### src/rtl/mac_datapath_if.sv
// Controller/datapath bus for mac_datapath.
//   master: controller side (drives select/op/start, operand streams and out_ready)
//   slave : datapath side  (drives result, result_valid, busy, overrun)
interface mac_datapath_if #(
    parameter int unsigned W = 8
) ();
    localparam int unsigned RW = 2 * W + 2;

    logic          Asel;
    logic          Bsel;
    logic [1:0]    ans_sel;
    logic          resultRes;
    logic [W-1:0]  x_in;
    logic [W-1:0]  y_in;
    logic          out_ready;
    logic [RW-1:0] result;
    logic          result_valid;
    logic          busy;
    logic          overrun;

    modport master (
        output Asel, Bsel, ans_sel, resultRes, x_in, y_in, out_ready,
        input  result, result_valid, busy, overrun
    );

    modport slave (
        input  Asel, Bsel, ans_sel, resultRes, x_in, y_in, out_ready,
        output result, result_valid, busy, overrun
    );
endinterface

### src/rtl/mac_datapath.sv
// Multiply-accumulate/subtract datapath downstream of the sequencing controller.
// Latches operands on resultRes, accumulates products selected by Asel/Bsel
// under ans_sel, and publishes the final (R - P) on a valid/ready output.
// Ports:
//   clk  - rising-edge clock
//   rst  - asynchronous active-low reset
//   bus  - mac_datapath_if.slave: control/operand inputs, out_ready,
//          result/result_valid/busy/overrun outputs (all registered)
module mac_datapath #(
    parameter int unsigned W = 8
) (
    input  logic               clk,
    input  logic               rst,
    mac_datapath_if.slave      bus
);
    localparam int unsigned PW = 2 * W;
    localparam int unsigned RW = 2 * W + 2;

    localparam logic [1:0] OP_HOLD = 2'b00;
    localparam logic [1:0] OP_ADD  = 2'b01;
    localparam logic [1:0] OP_SUB  = 2'b10;
    localparam logic [1:0] OP_LOAD = 2'b11;

    logic [W-1:0]  a_reg;
    logic [W-1:0]  b_reg;
    logic [RW-1:0] acc;

    logic [W-1:0]  op_a_c;
    logic [W-1:0]  op_b_c;
    logic [PW-1:0] prod_c;
    logic [RW-1:0] p_ext_c;
    logic [RW-1:0] acc_sub_c;
    logic [RW-1:0] acc_nxt_c;
    logic          complete_c;
    logic          xfer_c;

    // Operand select and unsigned product, zero-extended to accumulator width
    always_comb begin
        op_a_c    = bus.Asel ? a_reg : bus.x_in;
        op_b_c    = bus.Bsel ? b_reg : bus.y_in;
        prod_c    = PW'(op_a_c) * PW'(op_b_c);
        p_ext_c   = RW'(prod_c);
        acc_sub_c = acc - p_ext_c;
    end

    // A subtract step always completes, even without a preceding start
    assign complete_c = !bus.resultRes && (bus.ans_sel == OP_SUB);
    assign xfer_c     = bus.result_valid && bus.out_ready;

    // Accumulator next value; start clears it and overrides ans_sel
    always_comb begin
        acc_nxt_c = acc;
        if (bus.resultRes) begin
            acc_nxt_c = '0;
        end else begin
            case (bus.ans_sel)
                OP_HOLD: acc_nxt_c = acc;
                OP_ADD:  acc_nxt_c = acc + p_ext_c;
                OP_SUB:  acc_nxt_c = acc_sub_c;
                OP_LOAD: acc_nxt_c = p_ext_c;
                default: acc_nxt_c = acc;
            endcase
        end
    end

    // Operand latches, accumulator and busy flag
    always_ff @(posedge clk or negedge rst) begin
        if (!rst) begin
            a_reg    <= '0;
            b_reg    <= '0;
            acc      <= '0;
            bus.busy <= 1'b0;
        end else begin
            acc <= acc_nxt_c;
            if (bus.resultRes) begin
                a_reg    <= bus.x_in;
                b_reg    <= bus.y_in;
                bus.busy <= 1'b1;
            end else if (complete_c) begin
                bus.busy <= 1'b0;
            end
        end
    end

    // Output register with valid/ready handshake and sticky overrun
    always_ff @(posedge clk or negedge rst) begin
        if (!rst) begin
            bus.result       <= '0;
            bus.result_valid <= 1'b0;
            bus.overrun      <= 1'b0;
        end else begin
            if (complete_c) begin
                bus.result       <= acc_sub_c;
                bus.result_valid <= 1'b1;
                if (bus.result_valid && !bus.out_ready) begin
                    bus.overrun <= 1'b1;
                end
            end else if (xfer_c) begin
                bus.result_valid <= 1'b0;
            end
        end
    end
endmodule
### src/flat_wrapper.sv
// flat-port wrapper written by rule: the top's interface ports become plain ports
module mac_datapath_flat 
#(
    parameter int unsigned W = 8
)
  (clk, rst, bus_Asel, bus_Bsel, bus_ans_sel, bus_resultRes, bus_x_in, bus_y_in, bus_out_ready, bus_result, bus_result_valid, bus_busy, bus_overrun);
  mac_datapath_if #(.W(W)) bus_i ();
  input  logic clk;
  input  logic rst;
  input wire logic [$bits(bus_i.Asel)-1:0] bus_Asel;
  input wire logic [$bits(bus_i.Bsel)-1:0] bus_Bsel;
  input wire logic [$bits(bus_i.ans_sel)-1:0] bus_ans_sel;
  input wire logic [$bits(bus_i.resultRes)-1:0] bus_resultRes;
  input wire logic [$bits(bus_i.x_in)-1:0] bus_x_in;
  input wire logic [$bits(bus_i.y_in)-1:0] bus_y_in;
  input wire logic [$bits(bus_i.out_ready)-1:0] bus_out_ready;
  output wire logic [$bits(bus_i.result)-1:0] bus_result;
  output wire logic [$bits(bus_i.result_valid)-1:0] bus_result_valid;
  output wire logic [$bits(bus_i.busy)-1:0] bus_busy;
  output wire logic [$bits(bus_i.overrun)-1:0] bus_overrun;
  assign bus_i.Asel = bus_Asel;
  assign bus_i.Bsel = bus_Bsel;
  assign bus_i.ans_sel = bus_ans_sel;
  assign bus_i.resultRes = bus_resultRes;
  assign bus_i.x_in = bus_x_in;
  assign bus_i.y_in = bus_y_in;
  assign bus_i.out_ready = bus_out_ready;
  assign bus_result = bus_i.result;
  assign bus_result_valid = bus_i.result_valid;
  assign bus_busy = bus_i.busy;
  assign bus_overrun = bus_i.overrun;
  mac_datapath #(.W(W)) u_core (.clk(clk), .rst(rst), .bus(bus_i));
endmodule
### config.mk
export PLATFORM = sky130hd
export DESIGN_NAME = mac_datapath_flat
export DESIGN_NICKNAME = d
export VERILOG_FILES = /design/src/rtl/mac_datapath_if.sv /design/src/rtl/mac_datapath.sv /design/src/flat_wrapper.sv
export SDC_FILE = /design/constraint.sdc
export NUM_CORES = 1
export LEC_CHECK = 0
export ABC_CLOCK_PERIOD_IN_PS = 14000
export CORE_MARGIN = 10
export CORE_UTILIZATION = 55
export DETAILED_ROUTE_END_ITERATION = 6
export GPL_TIMING_DRIVEN = 0
export HOLD_SLACK_MARGIN = 0.02
export PLACE_DENSITY = 0.81
export SETUP_SLACK_MARGIN = 0.5
export SLEW_MARGIN = 20
export SYNTH_ARGS = -nofsm -noshare
export SYNTH_HDL_FRONTEND = slang
export SYNTH_SLANG_ARGS = --single-unit
### constraint.sdc
create_clock -name clk -period 14 [get_ports clk]
set_clock_uncertainty 0.15 [all_clocks]
set_input_delay 1.4 -clock clk [delete_from_list [all_inputs] [get_ports clk]]
set_output_delay 1.4 -clock clk [all_outputs]
set_load 0.02 [all_outputs]
Figure 1. Clock wires, drivers and flops.
Scale bar: 50 um.
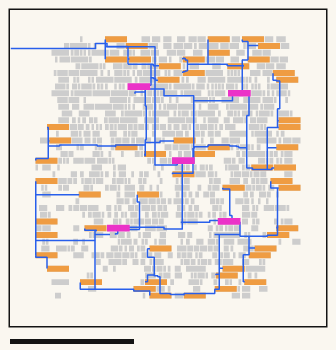
Magenta marks cells driving clock nets, count 5. Blue marks clock wires, length 1010 um. Orange marks flip-flops, count 55.
There are 6 routed clock nets.

Figure 2. Close-up of the layout.
Window x 81 to 111, y 17 to 47 um. Cells in gray, sequential cells in the stronger gray; small squares are vias.
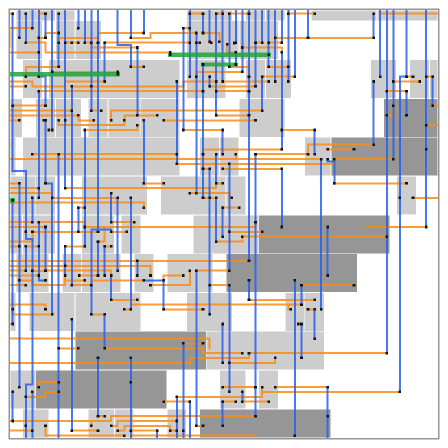
Green marks met3. Blue marks met2. Orange marks met1.
56 logic cells have their middle in the window. Sequential cells in the window: 6. Netlist names of flops here include `u_core.bus.result` (4), `u_core.acc` (2). Most frequent: o21ai_0 (9), nor2_1 (7), nand2_1 (7).

Figure 3. Drive-strength map.
Scale bar: 50 um.
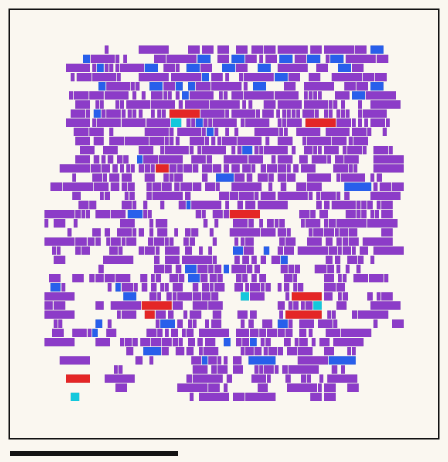
Red marks drive 6 and up, cells 9, share 1.1%. Blue marks drive 2, cells 51, share 6.5%. Purple marks drive 1 or less, cells 723, share 92%. Cyan marks drive 3 to 4, cells 4, share 0.51%.

Figure 4. Clock routing.
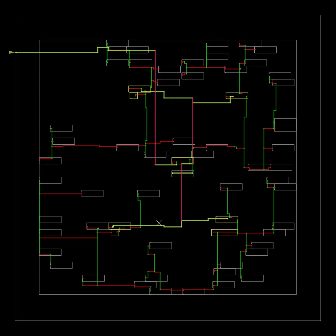
Late-Pin Clk Latency: 320 ps
CLK BUF: 5
flop count: 55
CTS Buf Count: 5

Figure 5. Sequential cells grouped by signal name.
Scale bar: 50 um.
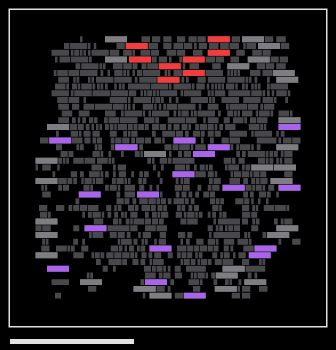
Red marks `u_core.a_reg`, placed flops 8, where north. Purple marks `u_core.acc`, placed flops 18.

==> reports/results.tsv <==
metric	value	unit
Worst setup SP type	input port	
largest net degree at the start of global routing	35	
ant diodes	0	
met2 Use GR	35.0	%
DP Area	0.00693	mm2
Main logic family	adder cells	
CP startpoint	bus_Bsel	
Post-DP HPWL	13700	um
synth cell count leaders	nor2_1 (97), inv_1 (93), ha_1 (70)	
logic share of the area	63.3	%
Worst R2R Start	u_core.a_reg[1]$_DFFE_PN0P_	
WL met2	8180	um
Post-CTS Setup Bufs	0	
clk slew on worst S/H paths	80	ps
Worst EP arrival	8710	ps
Basic Gates by Area	14.9	%
top cell class by occupied area	logic gates	
DR iter-0 viols	530	
Crit path largest cell delay	780	ps
synth-to-layout area growth	12.0	%
Starting Density	55.8	%
tap cells	143	
synthesized net count	871	
antenna violations before repair	0	
Worst R2R End	u_core.acc[17]$_DFFE_PN0P_	
residual DRC count	1	
XOR/XNOR Area Share	4.56	%
Root Buffer	clkbuf_16	
DP Worst Slack	5150	ps
Regs by FF count	u_core.acc (18), u_core.bus.result (18)	
RSZ-0062 raised after global routing	no	
Cells on Worst Hold Path	2	
Non-clk invs	94	
first-pass GRT wire length	28900	um
Tcrit/Tclk final	61.8	%
R2R cell count	26	
die area	0.0162	mm2
ANT nets after route	0	
comb. cell area	0.00450	mm2
cell type with the largest total area	dfrtp_1	
most used flip-flop cell	dfrtp_1	
Non-Clock Buffer Area Fraction	7.38	%
Worst path slowest cell	mux2i_1	
Comb gates	565	
H-Tree Depth	2	
Critical Path RT	14060	ps
Fin Setup TNS	0	ps
Routed WL	17400	um
vias per inst	6.07	
final setup fails	0	
Max FO, Critical Path	10	
met1 WL	7490	um
Hold Path End	u_core.bus.result[12]$_DFFE_PN0P_	
Synth Register Bits	55	
drt wl/cell	18.7	um
synthesized instance count	739	
compound-gate portion of the synthesized area	18.7	%
Post-Syn Area	0.00634	mm2
Gates resized, CTS repair	0	
Tool Warnings	44	
Yosys chip area	0.00634	mm2
Top cells excl fill/tap	nor2_1 (97), inv_1 (93), ha_1 (70)	
IO buf count	39	
Final min period	8650	ps
number of cell rows	39	
Global Route met1 Usage	28.3	%
Global Route Usage Sum	21.6	%
Adder Area Share	25.8	%
count leader, synth	nor2_1	
Die H	127	um
GP Congestion	0.957	
worst hold slack	332	ps
post-route insts no fill	930	
FFs w/ async S/R, synth	100	%
Ports	45	
layout cells sized above 1	8.13	%
DR pass1 iterations	7	
GR Util met3	4.34	%
Final Cell Area	0.00710	mm2
Final Util	62.5	%
Rel. slew slack	41.5	%
Buf/Inv on CP	6	
Largest type area fraction	21.7	%
Slew @ Worst Pin	853	ps
Most Crowded Layer GR	met2	
final net count	918	
failing checks	DRC	
most frequent logic cell in the layout	nor2_1	
clk cell area share	2.43	%
grt total ovfl	0	
Sequential Area	0.00138	mm2
Worst Setup EP	u_core.acc[17]$_DFFE_PN0P_	
# Cells Yosys	739	
flop2flop setup slack	6620	ps
crit end category	flip-flop	
CTS tree	done	
Cell variety after synth	66	
Seq area share	19.4	%
CTS max path bufs	2	
Fin. Hold Viols	0	
yosys warns	0	
PnR worst setup slack	5350	ps
die width	127	um
CP Class	input port to flip-flop	
Core Region	0.0114	mm2
uppermost layer routed	met4	
fill cell count	966	
status	finished, violations left	
